### src/rtl/fetch_queue.sv
// -----------------------------------------------------------------------------
// fetch_queue
//   Instruction queue between fetch and decode. Fetch pushes groups of one or
//   two instructions. Decode sees the two oldest entries and, when it signals
//   deq_ready, takes every entry that is presented.
//   Storage is a circular buffer with head (read) and tail (write) pointers.
//
// Ports
//   clk, reset          clock; asynchronous active-high reset
//   kill                synchronous flush (branch mispredict)
//   enq_valid           fetch group present
//   enq_inst1/2, enq_pc instructions of the group; enq_pc belongs to inst1
//   enq_invalid2        group holds only enq_inst1
//   enq_ready           room for a two-instruction group (DEPTH - count >= 2)
//   deq_ready           decode accepts every presented slot this cycle
//   deq_valid1/2        slot 1 (oldest) and slot 2 (second oldest) valid
//   deq_inst1/2         instructions in those slots, 0 when the slot is invalid
//   deq_pc1/2           PCs in those slots, 0 when the slot is invalid
//   count               number of occupied entries, 0..DEPTH
//
// Handshake: an enqueue fires on enq_valid && enq_ready. A dequeue fires on
// deq_ready and removes deq_valid1 + deq_valid2 entries. All outputs come
// from registered state only, so a newly written entry shows up on the
// following cycle at the earliest.
// -----------------------------------------------------------------------------
`ifndef INSN_LEN
`define INSN_LEN 32
`endif
`ifndef ADDR_LEN
`define ADDR_LEN 32
`endif

module fetch_queue #(
  parameter int DEPTH   = 8,
  parameter int PTR_LEN = 3
) (
  input  logic                 clk,
  input  logic                 reset,
  input  logic                 kill,
  input  logic                 enq_valid,
  input  logic [`INSN_LEN-1:0] enq_inst1,
  input  logic [`INSN_LEN-1:0] enq_inst2,
  input  logic [`ADDR_LEN-1:0] enq_pc,
  input  logic                 enq_invalid2,
  output logic                 enq_ready,
  input  logic                 deq_ready,
  output logic                 deq_valid1,
  output logic                 deq_valid2,
  output logic [`INSN_LEN-1:0] deq_inst1,
  output logic [`INSN_LEN-1:0] deq_inst2,
  output logic [`ADDR_LEN-1:0] deq_pc1,
  output logic [`ADDR_LEN-1:0] deq_pc2,
  output logic [PTR_LEN:0]     count
);

  localparam logic [PTR_LEN:0] DEPTH_W  = (PTR_LEN+1)'(DEPTH);
  localparam logic [PTR_LEN:0] TWO_W    = (PTR_LEN+1)'(2);
  localparam logic [PTR_LEN-1:0] ONE_P  = PTR_LEN'(1);

  // Storage: not reset; entries outside head..tail are never presented.
  logic [`INSN_LEN-1:0] mem_inst_q [DEPTH];
  logic [`ADDR_LEN-1:0] mem_pc_q   [DEPTH];

  logic [PTR_LEN-1:0] head_q, head_d;
  logic [PTR_LEN-1:0] tail_q, tail_d;
  logic [PTR_LEN:0]   count_q, count_d;

  logic [PTR_LEN-1:0] head_p1;
  logic [PTR_LEN-1:0] tail_p1;
  logic               enq_fire;
  logic [PTR_LEN-1:0] nenq;   // 0..2, PTR_LEN >= 2 so it fits
  logic [PTR_LEN-1:0] ndeq;

  assign head_p1 = head_q + ONE_P;
  assign tail_p1 = tail_q + ONE_P;

  // Outputs depend only on registered state.
  assign enq_ready  = (count_q <= DEPTH_W - TWO_W);
  assign deq_valid1 = (count_q != '0);
  assign deq_valid2 = (count_q >= TWO_W);
  assign deq_inst1  = deq_valid1 ? mem_inst_q[head_q]  : '0;
  assign deq_pc1    = deq_valid1 ? mem_pc_q[head_q]    : '0;
  assign deq_inst2  = deq_valid2 ? mem_inst_q[head_p1] : '0;
  assign deq_pc2    = deq_valid2 ? mem_pc_q[head_p1]   : '0;
  assign count      = count_q;

  assign enq_fire = enq_valid && enq_ready;

  always_comb begin
    nenq = '0;
    if (enq_fire) nenq = enq_invalid2 ? PTR_LEN'(1) : PTR_LEN'(2);
  end

  always_comb begin
    ndeq = '0;
    if (deq_ready) ndeq = PTR_LEN'(deq_valid1) + PTR_LEN'(deq_valid2);
  end

  // Next-state: kill takes priority over any same-cycle enqueue/dequeue.
  always_comb begin
    head_d  = head_q + ndeq;
    tail_d  = tail_q + nenq;
    count_d = count_q + {1'b0, nenq} - {1'b0, ndeq};
    if (kill) begin
      head_d  = '0;
      tail_d  = '0;
      count_d = '0;
    end
  end

  always_ff @(posedge clk or posedge reset) begin
    if (reset) begin
      head_q  <= '0;
      tail_q  <= '0;
      count_q <= '0;
    end else begin
      head_q  <= head_d;
      tail_q  <= tail_d;
      count_q <= count_d;
    end
  end

  // Second instruction of a pair lands at tail+1 with PC + 4.
  always_ff @(posedge clk) begin
    if (enq_fire && !kill) begin
      mem_inst_q[tail_q] <= enq_inst1;
      mem_pc_q[tail_q]   <= enq_pc;
      if (!enq_invalid2) begin
        mem_inst_q[tail_p1] <= enq_inst2;
        mem_pc_q[tail_p1]   <= enq_pc + `ADDR_LEN'(4);
      end
    end
  end

endmodule
### config.mk
export PLATFORM = sky130hd
export DESIGN_NAME = fetch_queue
export DESIGN_NICKNAME = d
export VERILOG_FILES = /design/src/rtl/fetch_queue.sv
export SDC_FILE = /design/constraint.sdc
export NUM_CORES = 1
export LEC_CHECK = 0
export CAP_MARGIN = 20
export CORE_MARGIN = 2
export CORE_UTILIZATION = 40
export DETAILED_ROUTE_END_ITERATION = 8
export PLACE_DENSITY_LB_ADDON = 0.2
export REMOVE_ABC_BUFFERS = 1
export SLEW_MARGIN = 20
export SYNTH_ARGS = -nofsm -noshare
export SYNTH_HDL_FRONTEND = slang
export SYNTH_SLANG_ARGS = --single-unit
### constraint.sdc
create_clock -name clk -period 12.8 [get_ports clk]
set_input_delay 2.56 -clock clk [delete_from_list [all_inputs] [get_ports clk]]
set_output_delay 2.56 -clock clk [all_outputs]
set_load 0.1 [all_outputs]
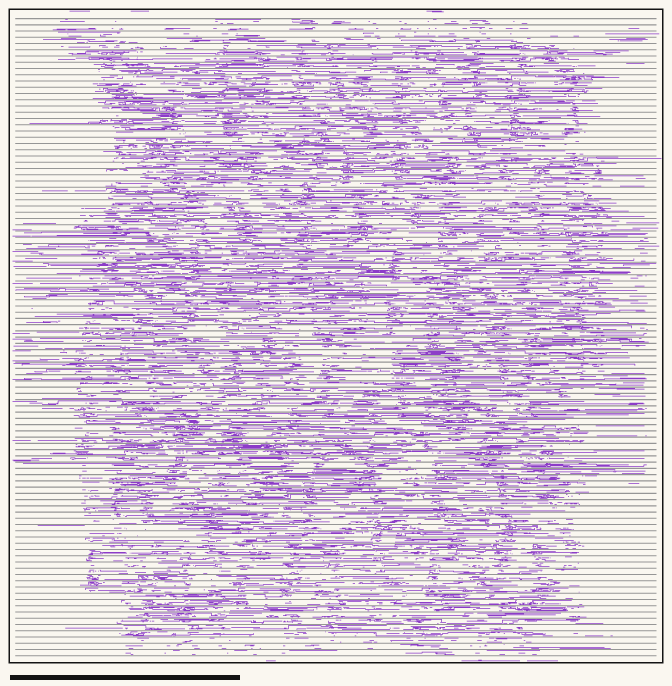
*Metal 1*
Bar = 100 um. Supply wires on this layer in gray.
nets with wire on the layer: 2,773
share of all routed wire: 39%

==> notes.md <==
Results of the run.

The synthesis report lists the most area-consuming cells as sky130_fd_sc_hd__edfxtp_1 (49%), sky130_fd_sc_hd__mux4_2 (18%), sky130_fd_sc_hd__nand2_1 (12%). The commonest register cell is sky130_fd_sc_hd__edfxtp_1. Setup repair after global routing left no endpoint under its margin.

The clock sink total is 522. The mean routed wirelength per cell is 26.5 um. Total global-route track usage over all layers is approximately a quarter. The I/O pin total is 237. The number of nets with antenna violations after routing is 0. The final critical path takes up 66.7% of the cycle.

The final worst hold slack is 0.823 ns. The flow reports an fmax of 117 MHz. The share of the core filled with cells in the final layout is 46.8%. The via count of the first global-routing pass is approximately 24,000. The flow ran to the end, and the final reports show no timing, DRC or antenna violations. The first-pass GRT wire length is between 150,000 and 200,000 um.

Of the cells placed in the final design, the portion with a size suffix greater than 1 is 14.7%. The total of endpoints with negative setup slack in the final report is 0. The die is 284 um tall. The number of slew-limit violations in the final report is 0.

The per-cell via count in the routed design is between 5 and 6. The starting utilization of the core area is 40.5%. The switching share of power is 52.2%. The area share of the largest cell type after synthesis is about half. Looking at the max-slew report, the worst-margin pin has a slew of 1.15 ns. Leaving out fill and tap cells, the most frequent cells in the layout are sky130_fd_sc_hd__nand2_1 (1,033), sky130_fd_sc_hd__edfxtp_1 (512), sky130_fd_sc_hd__mux4_2 (256).

On the critical path the data arrives at ~6 ns. For this block, the via count after detailed routing is 22,700. The core box area is 0.0775 mm2.
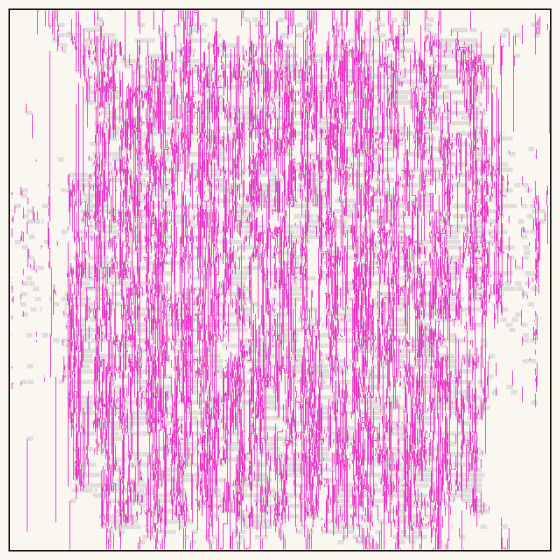
*The metal 2 layer*
Cells faint in the background.
share of all routed wire: 50%
nets with wire on the layer: 2,345
main direction: vertical
longest straight run: 108 um
wire length on this layer: 52.2 mm

power by group through the flow:
stage / clock [mW] / combinational (mW) / sequential (mW)
after global routing: 1.74 / 6.17 / 2.10
after CTS: 1.67 / 5.99 / 2.09
after global placement: 0 / 5.95 / 2.12
final: 1.65 / 5.95 / 2.08
after detailed placement: 0 / 5.97 / 2.12
after floorplan: 0 / 4.69 / 2.32
cells in the mapped netlist (15+ instances only):
cell                       count
sky130_fd_sc_hd__nor2_1      187
sky130_fd_sc_hd__nand2_1    1041
sky130_fd_sc_hd__clkbuf_1    105
sky130_fd_sc_hd__a21oi_1      65
sky130_fd_sc_hd__nand3_1      17
sky130_fd_sc_hd__clkbuf_2     30
sky130_fd_sc_hd__xnor2_1     123
sky130_fd_sc_hd__inv_1        17
sky130_fd_sc_hd__nand4_1      15
sky130_fd_sc_hd__edfxtp_1    512
sky130_fd_sc_hd__mux2i_1      64
sky130_fd_sc_hd__mux4_2      256
sky130_fd_sc_hd__xor2_1      115
sky130_fd_sc_hd__buf_2        87
sky130_fd_sc_hd__buf_1        41
metal layers:
layer	vias to the layer above	track usage [%]	routed length (um)	share of wire, %
met5	-	0	56	0.054
met2	1038	44.2	52200	50
li1	9834	-	-	-
met4	8	7.41	2740	2.6
met3	196	4.29	8230	7.9
met1	11600	33.5	41100	39
logic make-up (layout without fill, tap and decap cells):
kind of cell / count (synthesis) / in the layout / share of synthesized area [%]
buf+inv: 288 / 401 / 4.01
fa+ha+maj: 16 / 16 / 0.735
mux: 320 / 320 / 20.4
simple gates: 1321 / 1321 / 16.9
compound gates: 76 / 76 / 1.30
other cells: 0 / 2 / 0
xor+xnor: 240 / 240 / 6.76
flops: 522 / 522 / 49.9
through the flow:
step | setup TNS (ns) | setup WS, ns
floorplan | -166.86 | -2.61
global placement | 0 | 4.95
detailed placement | 0 | 4.95
CTS | 0 | 4.26
global route | 0 | 4.10
finish | 0 | 4.26
cell type report:
type,count,area [um2],area share (%)
repair buffers,275,2690,7.42
multi-input cells,1973,14700,40.6
clock buffers,76,1560,4.31
flip-flops and latches,522,15600,43.2
diodes,2,5.00,0.0138
well taps,1040,1300,3.59
inverters,17,63.8,0.176
clock inverters,33,278,0.767
state kept, by name, indices dropped and copies added, names as in the netlist:
| register | cells |
|---|---|
| count | 4 |
| mem_pc_q | 256 |
| head_q | 3 |
| mem_inst_q | 256 |
| tail_q | 3 |
worst paths after layout:
kind                       startpoint           endpoint  slack (ns)  cells after the start
setup / recovery            head_q[0]        deq_pc2[25]        4.26                      6
hold / removal               count[0]           count[0]        0.82                      2
setup reg to reg            tail_q[0]  mem_inst_q[5][18]        7.83                      6
hold reg to reg              count[0]           count[0]        0.82                      2
max in group asynchronous       reset          head_q[2]        9.87                      2
min in group asynchronous       reset           count[3]        2.37                      2
worst max-delay path: stages (launching register included):
cell and delay (ns):
sky130_fd_sc_hd__dfrtp_4 1.01, sky130_fd_sc_hd__ha_4 1.02, sky130_fd_sc_hd__buf_4 1.04, sky130_fd_sc_hd__mux4_2 0.37, sky130_fd_sc_hd__nand2_1 0.05, sky130_fd_sc_hd__a21oi_1 0.53, sky130_fd_sc_hd__clkdlybuf4s50_1 1.26
Power figures rest on the tool's default switching activity, not on a simulated workload.
